File: config.mk
export PLATFORM = sky130hd
export DESIGN_NAME = commit_monitor
export DESIGN_NICKNAME = d
export VERILOG_FILES = /design/src/rtl/commit_monitor.sv
export SDC_FILE = /design/constraint.sdc
export NUM_CORES = 1
export LEC_CHECK = 0
export ABC_AREA = 1
export CAP_MARGIN = 20
export CORE_ASPECT_RATIO = 0.5
export CORE_UTILIZATION = 47
export CTS_CLUSTER_DIAMETER = 150
export DETAILED_ROUTE_END_ITERATION = 12
export GPL_TIMING_DRIVEN = 0
export MAX_ROUTING_LAYER = met4
export PLACE_DENSITY = 0.92
export SLEW_MARGIN = 20
export SYNTH_ARGS = -nofsm -noshare
export SYNTH_HDL_FRONTEND = slang
export SYNTH_SLANG_ARGS = --single-unit
File: constraint.sdc
create_clock -name clk -period 1.6 [get_ports clk]
set_input_delay 0.32 -clock clk [delete_from_list [all_inputs] [get_ports clk]]
set_output_delay 0.32 -clock clk [all_outputs]
set_load 0.1 [all_outputs]
File: src/rtl/commit_monitor.sv
// Commit monitor: watches the core's register-file (and optionally data-memory) writes and PC,
// declares halt or timeout, and reports done/pass. Optional memory channel: COMMIT_MON_MEM_WATCH_EN.
module commit_monitor #(
  parameter int REG_WIDTH    = 32,
  parameter int REG_COUNT    = 32,
  parameter int NUM_MEM_LOCS = 64,
  parameter int NUM_WATCH    = 4,
  parameter int HALT_CYCLES  = 4,
  parameter int TIMEOUT      = 1024,
  localparam int RA = $clog2(REG_COUNT),
  localparam int MA = $clog2(NUM_MEM_LOCS)
) (
  input  logic                           clk,
  input  logic                           rstn,
  input  logic [REG_WIDTH-1:0]           pc,
  input  logic                           rf_we,
  input  logic [RA-1:0]                  rf_waddr,
  input  logic [REG_WIDTH-1:0]           rf_wdata,
  input  logic [NUM_WATCH*RA-1:0]        watch_addr,
  input  logic [NUM_WATCH*REG_WIDTH-1:0] watch_exp,
  output logic [NUM_WATCH*REG_WIDTH-1:0] watch_val,
`ifdef COMMIT_MON_MEM_WATCH_EN
  input  logic                           mem_we,
  input  logic [MA-1:0]                  mem_addr,
  input  logic [REG_WIDTH-1:0]           mem_wdata,
  input  logic [MA-1:0]                  mem_watch_addr,
  input  logic [REG_WIDTH-1:0]           mem_watch_exp,
  output logic [REG_WIDTH-1:0]           mem_watch_val,
`endif
  output logic [1:0]                     state,
  output logic [31:0]                    cycles,
  output logic                           done,
  output logic                           pass
);

  typedef enum logic [1:0] {
    ST_IDLE    = 2'd0,
    ST_RUN     = 2'd1,
    ST_HALTED  = 2'd2,
    ST_TIMEOUT = 2'd3
  } state_e;

  localparam int SW = $clog2(HALT_CYCLES);
  localparam logic [SW-1:0] STABLE_MAX   = SW'(HALT_CYCLES - 1);
  localparam logic [SW-1:0] HALT_MATCH   = SW'(HALT_CYCLES - 2);
  localparam logic [31:0]   TIMEOUT_LAST = 32'(TIMEOUT - 1);

  state_e                         state_q, state_d;
  logic [REG_WIDTH-1:0]           pc_prev_q, pc_prev_d;
  logic [SW-1:0]                  stable_q, stable_d;
  logic [31:0]                    cycles_q, cycles_d;
  logic [NUM_WATCH*REG_WIDTH-1:0] watch_q, watch_d;
  logic                           halt_s;
  logic                           rf_hit_s;
  logic                           mem_ok_s;
`ifdef COMMIT_MON_MEM_WATCH_EN
  logic [REG_WIDTH-1:0]           mem_q, mem_d;
`endif

  // PC counts as stable once it has been sampled identical HALT_CYCLES times in a row
  assign halt_s   = (state_q == ST_RUN) && (pc == pc_prev_q) && (stable_q == HALT_MATCH);
  assign rf_hit_s = rf_we && (rf_waddr != {RA{1'b0}});

  // Next-state: FSM, halt detector, cycle counter and capture channels
  always_comb begin
    state_d   = state_q;
    pc_prev_d = pc_prev_q;
    stable_d  = stable_q;
    cycles_d  = cycles_q;
    watch_d   = watch_q;
`ifdef COMMIT_MON_MEM_WATCH_EN
    mem_d     = mem_q;
`endif
    case (state_q)
      ST_IDLE: begin
        state_d = ST_RUN;
      end
      ST_RUN: begin
        cycles_d  = cycles_q + 32'd1;
        pc_prev_d = pc;
        if (pc != pc_prev_q) begin
          stable_d = {SW{1'b0}};
        end else if (stable_q != STABLE_MAX) begin
          stable_d = stable_q + {{(SW-1){1'b0}}, 1'b1};
        end else begin
          stable_d = stable_q;
        end
        // Halt wins over a timeout landing on the same edge
        if (halt_s) begin
          state_d = ST_HALTED;
        end else if (cycles_q == TIMEOUT_LAST) begin
          state_d = ST_TIMEOUT;
        end else begin
          state_d = ST_RUN;
        end
        for (int i = 0; i < NUM_WATCH; i++) begin
          if (rf_hit_s && (watch_addr[i*RA +: RA] == rf_waddr)) begin
            watch_d[i*REG_WIDTH +: REG_WIDTH] = rf_wdata;
          end else begin
            watch_d[i*REG_WIDTH +: REG_WIDTH] = watch_q[i*REG_WIDTH +: REG_WIDTH];
          end
        end
`ifdef COMMIT_MON_MEM_WATCH_EN
        if (mem_we && (mem_addr == mem_watch_addr)) begin
          mem_d = mem_wdata;
        end else begin
          mem_d = mem_q;
        end
`endif
      end
      ST_HALTED, ST_TIMEOUT: begin
        state_d = state_q;
      end
      default: begin
        state_d = ST_IDLE;
      end
    endcase
  end

  // State and data registers
  always_ff @(posedge clk or negedge rstn) begin
    if (!rstn) begin
      state_q   <= ST_IDLE;
      pc_prev_q <= {REG_WIDTH{1'b1}};
      stable_q  <= {SW{1'b0}};
      cycles_q  <= 32'd0;
      watch_q   <= {(NUM_WATCH*REG_WIDTH){1'b0}};
    end else begin
      state_q   <= state_d;
      pc_prev_q <= pc_prev_d;
      stable_q  <= stable_d;
      cycles_q  <= cycles_d;
      watch_q   <= watch_d;
    end
  end

`ifdef COMMIT_MON_MEM_WATCH_EN
  // Memory watch register
  always_ff @(posedge clk or negedge rstn) begin
    if (!rstn) begin
      mem_q <= {REG_WIDTH{1'b0}};
    end else begin
      mem_q <= mem_d;
    end
  end

  assign mem_ok_s      = (mem_q == mem_watch_exp);
  assign mem_watch_val = mem_q;
`else
  assign mem_ok_s = 1'b1;
`endif

  assign state     = state_q;
  assign cycles    = cycles_q;
  assign watch_val = watch_q;
  assign done      = (state_q == ST_HALTED) || (state_q == ST_TIMEOUT);
  assign pass      = (state_q == ST_HALTED) && (watch_q == watch_exp) && mem_ok_s;

endmodule

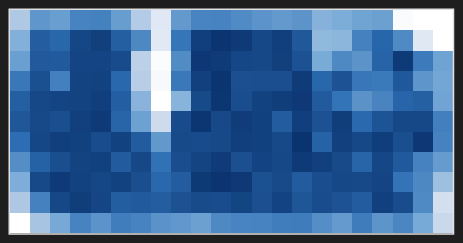
(images/density.png)
Drawn at 2 px/um. 22 x 11 tiles, from white (low) to dark blue (high), 0 to 100% covered.
nearly empty tiles	2.1%
tiles over 75% full	60%
fullest tile	99%
emptiest ninth of the die	upper right
mean over tiles	74%

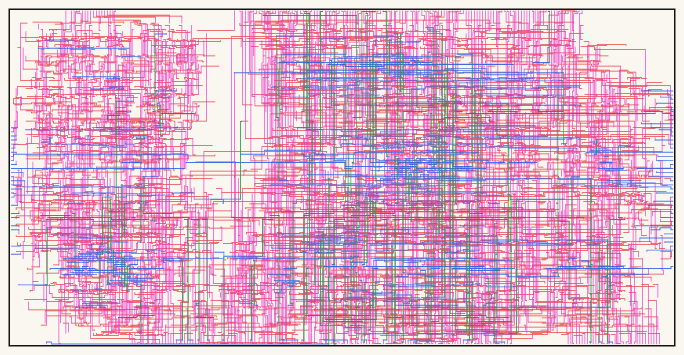
(images/metal_stack.png)
Drawn at 3 px/um.
colour	layer	wire length
blue	met3	5940 um
magenta	met2	24.6 mm
red	met1	18900 um
green	met4	3750 um
final WL: 53200 um
Wirelength per Cell: 23.0 um
All-Layer GR Usage: 37.6%

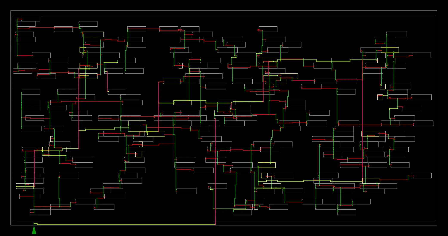
(images/final_clocks.png)
Clk. pwr: 4.49 mW
CTS Sinks: 196
Clock buffer cells: 18
CTS buffer count: 17

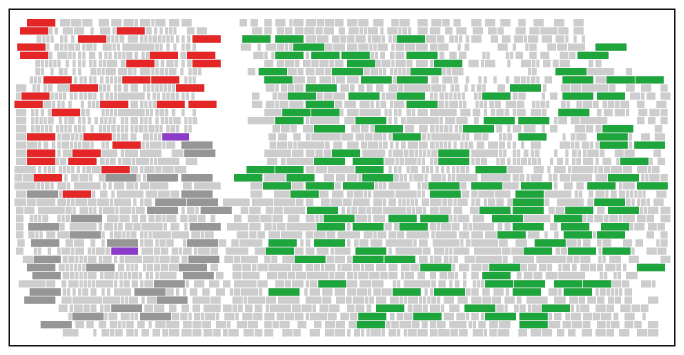
(images/registers.png)
Drawn at 3 px/um. Other sequential cells in the stronger grey, the rest of the logic in the fainter grey.
colour	netlist name	placed flops
green	`watch_val`	128
purple	`stable_q`	2
red	`pc_prev_q`	32
not coloured	34
register area: 5370 um^2
final core occ: 80.4%
flop share of the area: 28.7%
sequential logic power: 5.03 mW

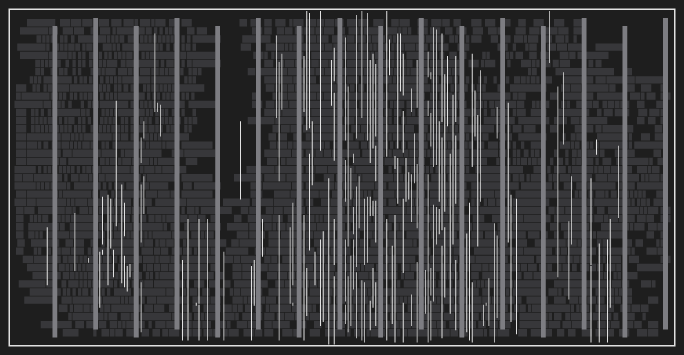
(images/met4.png)
Drawn at 3 px/um. Supply wires on this layer in grey. Cells faint in the background.
nets with wire on the layer	149
main direction	vertical
wire length on this layer	3750 um
share of all routed wire	7.1%
longest straight run	63.2 um
Vias: 13329

==> results.sh <==
# physical design summary
export IMPL_status="finished with violations"
export IMPL_violations="setup timing"
export IMPL_crit_required_ns=1.28
export IMPL_dieArea_um2=24700
export IMPL_ant_nets=0
export IMPL_firstDrtPassIters=6
export IMPL_min_path_type="primary input to async pin"
export IMPL_die_h_um=112
export IMPL_coreArea_um2=23200
export IMPL_final_comb_area_um2=6410
export IMPL_clk_latency_ns=0.47
export IMPL_ys_seq_share_pct=43.7
export IMPL_post_route_min_period_ns=2.70
export IMPL_max_cap_violations=0
export IMPL_buffers=494
export IMPL_critPathCapture="pass"
export IMPL_antenna_found_initial=2
export IMPL_path_max_fanout=3
export IMPL_largest_cell_class="multi-input combinational cells"
export IMPL_synth_stat_cells=1513
export IMPL_end_kind="output port"
export IMPL_ys_types=38
export IMPL_layout_setup_ws_ns=-1.10
export IMPL_final_max_slew_viol_count=0
export IMPL_finalSetupViolCount=147
export IMPL_n_all_inverters=230
export IMPL_dp_hpwl_um=32900
export IMPL_avgSynthCellArea_um2=7.47
export IMPL_grt_pass1_wl_um=67800
export IMPL_cp_cell_sequence="inv_1, nor2_1, nor3_2, nand2_1, nor2_1, nand2_1, nor2_2, nand3_2, nor2_4, buf_12"
export IMPL_rrSetupSlack_ns=-0.18
export IMPL_power_total_mw=11.3
export IMPL_ys_flops=196
export IMPL_path_depth=10
export IMPL_fin_cells=2316
export IMPL_worst_setup_path_type="register to output port"
export IMPL_comb_cells=1055
export IMPL_pre_cts_ws_ns=-1.86
export IMPL_lay_top_cells="nand2_1 (385), inv_1 (218), clkdlybuf4s50_1 (211)"
export IMPL_antenna_cells=3
cell usage after synthesis, drive strengths merged:
| cell | count | area, um^2 |
|---|---|---|
| o211ai | 2 | 15.0 |
| clkbuf | 5 | 18.8 |
| nand2 | 509 | 1920 |
| nand3 | 23 | 130 |
| nor3 | 25 | 166 |
| nand4 | 19 | 179 |
| buf | 31 | 287 |
| o2111ai | 1 | 8.76 |
| and3 | 1 | 6.26 |
| ha | 3 | 37.5 |
| inv | 230 | 863 |
| o22ai | 5 | 31.3 |
| and2 | 2 | 12.5 |
| xnor2 | 42 | 375 |
| dfstp | 32 | 841 |
| o21ai | 216 | 1230 |
| nand3b | 1 | 7.51 |
| or2 | 4 | 25.0 |
| xor2 | 55 | 482 |
| nor4 | 3 | 18.8 |
| dfrtp | 164 | 4100 |
| nor2 | 132 | 515 |
| a21oi | 8 | 40.0 |
registers in the layout, summed over array words and instances (netlist names):
register   count
pc_prev_q     32
stable_q       2
watch_val    128
cycles        32
state          2
per-layer routing:
metal  routed length, um  up-vias  GRT usage [%]
met5                   0        -              -
met4                3750        0           17.8
met3                5940      339           9.05
met2               24600      981           59.5
met1               18900     6325           45.5
li1                    -     5684              -
cell families after synthesis:
kind of cell	Yosys count	share of synthesized area, %
xor+xnor	97	7.58
flops	196	43.7
simple gates	719	26.3
buf+inv	266	10.3
compound gates	232	11.7
fa+ha+maj	3	0.332
timing repair:
action,4_1_cts,5_1_grt
setup endpoints to repair,311,253
cloned,10,14
resized,1084,350
hold buffers,1,0
pin swaps,27,58
hold endpoints to repair,20,0
setup buffers,25,30
power by group:
group	internal [mW]	total (mW)	switching [mW]	leakage, nW
combinational	0.767	1.74	0.976	6.30
sequential	4.99	5.03	0.0468	2.32
clock	2.34	4.49	2.15	0.280
Power figures rest on the tool's default switching activity, not on a simulated workload.
